==> config.mk <==
export PLATFORM = sky130hd
export DESIGN_NAME = mem_access_unit
export DESIGN_NICKNAME = d
export VERILOG_FILES = /design/src/rtl/mem_access_unit.sv
export SDC_FILE = /design/constraint.sdc
export NUM_CORES = 1
export LEC_CHECK = 0
export CAP_MARGIN = 15
export CORE_MARGIN = 3
export CORE_UTILIZATION = 47
export CTS_CLUSTER_SIZE = 20
export DETAILED_ROUTE_END_ITERATION = 12
export PLACE_DENSITY = 0.9
export SLEW_MARGIN = 15
export SYNTH_ARGS = -nofsm -noshare
export SYNTH_HDL_FRONTEND = slang
export SYNTH_SLANG_ARGS = --single-unit
==> constraint.sdc <==
create_clock -name clk -period 3.55 [get_ports clk]
set_input_delay 0.5325 -clock clk [delete_from_list [all_inputs] [get_ports clk]]
set_output_delay 0.5325 -clock clk [all_outputs]
set_load 0.05 [all_outputs]
Fig. 1: local utilization
11 x 11 tiles, from dark blue (low) to red (high), 0 to 100% covered.
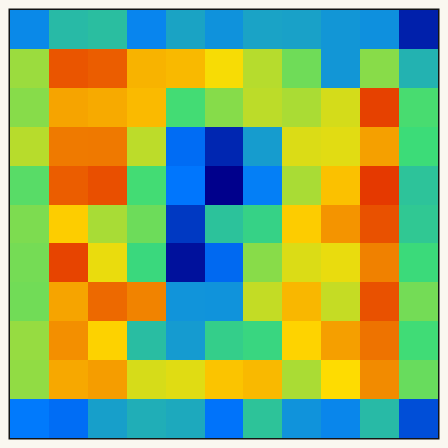
- fullest tile: 94%
- tiles over 75% full: 30%
- emptiest ninth of the die: center
CORE AREA: 10600 um^2
core utilization at floorplan: 49.6%
fin util: 69.3%

Fig. 2: wiring by layer
The bar under the picture is 20 um long.
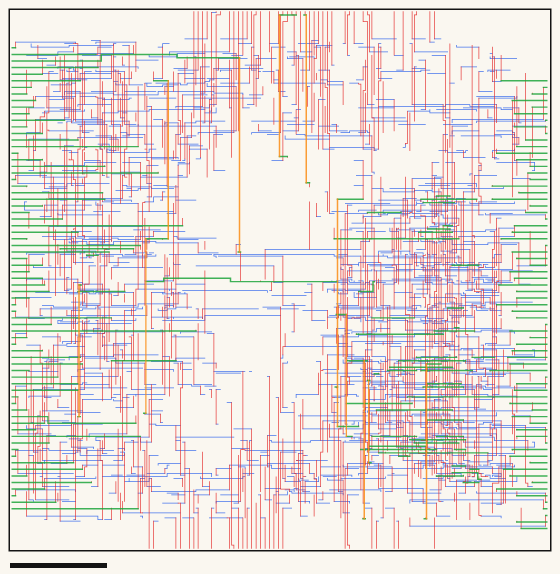
- green: M3 (wire length 1610 um)
- red: M2 (wire length 6430 um)
- orange: M4 (wire length 354 um)
- blue: M1 (wire length 5170 um)
Tot GR Track Use: 22.0%
vias: 4141
routed length per instance: 18.3 um
WL final: 13.6 mm

Fig. 3: gate families picked out
The bar under the picture is 20 um long.
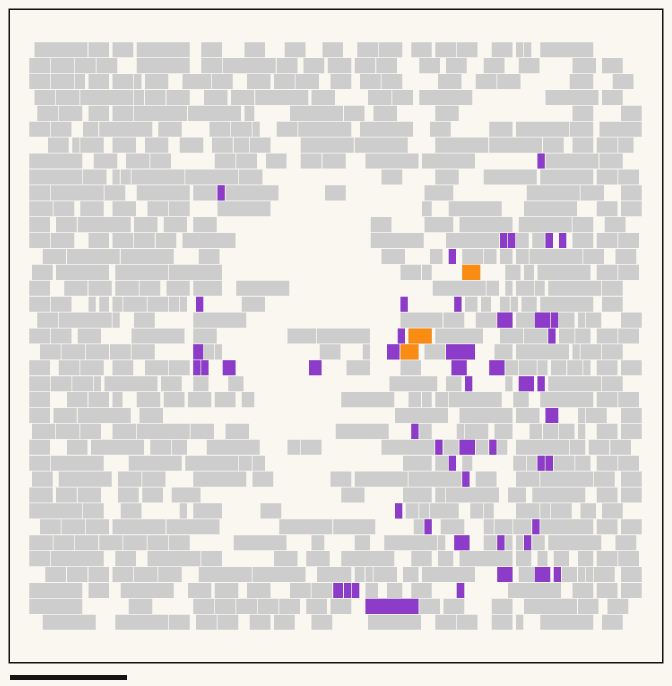
- orange: non-inverting ao/oa cells (cells 3)
- purple: nor cells (cells 50; most used nor2_1)
multi-input gate share of total cell area: 30.3%
Cell Count, Final, Fillers Out: 743
Commonest Layout Cell: clkdlybuf4s50_1

Fig. 4: track usage over the die
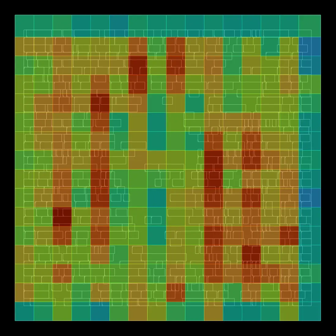
met2 Track Usage GR: 36.1%
M1 GR Usage: 27.1%
busiest grt layer: met2

==> metrics.csv <==
stage,metric,value,unit
timing,"Setup violations, final",0,
cells_and_area,P&R area growth vs syn,39.7,%
synth,syn avg cell area,11.8,um^2
critical_path,CP Capture Type,primary output,
timing,Final min period,2.70,ns
timing,unrepaired setup endpoints after global routing,no,
drt,Routed Antenna Nets,0,
clocking,CTS buffer count,9,
drt,Max Used Layer,met4,
cells_and_area,Final #Nets,708,
clocking,largest buffer count on any clock path,2,
power_and_ir_drop,maximum VDD drop,0.727,mV
clocking,H-tree levels,3,
min_path,Min-Delay Path Class,in -> async,
synth,Cell area leaders,"dfrtp_1 51%, mux2_2 20%, buf_4 4.7%",
critical_path,crit-path max FO,8,
outcome,status,"finished, final reports clean",
cells_and_area,Fill cells,748,
grt,first-pass GRT wire length,22.2,mm
synth,yosys cell count,444,
synth,Syn. warnings,0,
grt,largest net degree at the start of global routing,107,
clocking,CTS Hold Buffers Added,0,
drt,Metal-1 WL,5.17,mm
synth,top-area cell type share of the netlist area,50.7,%
power_and_ir_drop,Pleak,0.00294,uW
drt,DRC errors left,0,
clocking,CTS resizes,0,
clocking,Root Buffer,clkbuf_8,
timing,highest clock rate,0.371,GHz
synth,Commonest flop,dfrtp_1,
cells_and_area,n_diodes,0,
synth,number of enable flip-flop cells,0,
place,DPL Wire Length,9.94,mm
floorplan,Die ar.,12400,um^2
place,Port Buf Inserts,204,
synth,top-count cell post-synth,dfrtp_1,
synth,Yosys cell types,36,
synth,Post-Syn Area,5230,um^2
flow_run,total of max-cap violations,0,
timing,Setup TNS,0,ns
place,gpl congestion,0.880,
clocking,"Reg clk slew, reported paths",0.09,ns
synth,Synth Seq Share,50.7,%
drt,Routed met3 length,1.61,mm
critical_path,"setup slack, reg-to-reg",1.26,ns
clocking,CTS tree,yes,
floorplan,# rows,37,
drt,number of DRC markers in iteration 0,240,
synth,cells after synthesis,444,
clocking,clock sinks,106,
critical_path,critical path class,reg -> out,
floorplan,die extent in y,112,um
timing,Worst Skew,0.00796,ns
flow_run,Tool Warnings,28,
cells_and_area,fraction of layout cells with a size suffix above 1,19.9,%
critical_path,CP Data Required Time,3.02,ns
drt,Pre-antenna DRT Iters,7,
floorplan,die extent in x,112,um
power_and_ir_drop,pwr dens,1070,nW/um^2
==> metrics by stage <==
step | instances | total power [uW] | hold WS, ns | setup slack, ns | cell area (um^2)
5_1_grt | 743 | 8200 | 0.271 | 0.709 | 7310
3_3_place_gp | 729 | 7090 | 0.460 | 0.973 | 7150
2_1_floorplan | 446 | 5780 | 0.237 | 1.57 | 5240
4_1_cts | 743 | 7880 | 0.250 | 0.821 | 7310
6_report | 743 | 7820 | 0.240 | 0.854 | 7310
3_5_place_dp | 729 | 7220 | 0.468 | 0.922 | 7150
==> routing by layer <==
layer  track usage, %  up-vias
li1                 -     1870
met5                0        -
met2             36.1      262
met4             8.84        0
met1             27.1     1983
met3             7.23       26
==> where the power goes <==
group / leakage [uW] / internal, uW / total, uW / switching (uW)
sequential: 0.00124 / 1820 / 2280 / 460
clock: 0.0000810 / 265 / 652 / 387
combinational: 0.00162 / 1850 / 4900 / 3050
total: 0.00294 / 3930 / 7820 / 3890
==> critical path, stage by stage (launching register included) <==
cell and delay (ns):
dfrtp_1 0.46, and2b_1 0.35, and2_1 0.16, clkdlybuf4s50_1 0.83
==> area by class of cell <==
| cell class | instances | area, um^2 | area share (%) |
|---|---|---|---|
| multi-input cells | 275 | 2210 | 30.3 |
| well taps | 136 | 170 | 2.33 |
| repair buffers | 210 | 2110 | 28.9 |
| clock buffers | 11 | 141 | 1.93 |
| flip-flops and latches | 106 | 2650 | 36.3 |
| inverters | 2 | 7.51 | 0.103 |
| clock inverters | 3 | 17.5 | 0.240 |
==> cells by family (layout without fill, tap and decap cells) <==
logic type / after synthesis / in the layout / synth area share, %
compound gates: 78 / 78 / 10.0
buf+inv: 65 / 226 / 7.65
flops: 106 / 106 / 50.7
mux: 108 / 108 / 23.4
other cells: 1 / 3 / 0.0717
simple gates: 86 / 86 / 8.15
==> cell usage in the layout, fill, tap and decap left out, types with 7 or more instances in the layout <==
master           count
mux2_2              94
nand2_1             23
nor2_1              33
mux2i_1             12
clkdlybuf4s50_1    203
and2_1               7
a211oi_1            15
o22ai_1             16
clkbuf_8            10
a21oi_1             17
o21ai_0              9
nor3b_1              9
dfrtp_1            106
o32ai_1              7
o31ai_1              7
Power figures rest on the tool's default switching activity, not on a simulated workload.
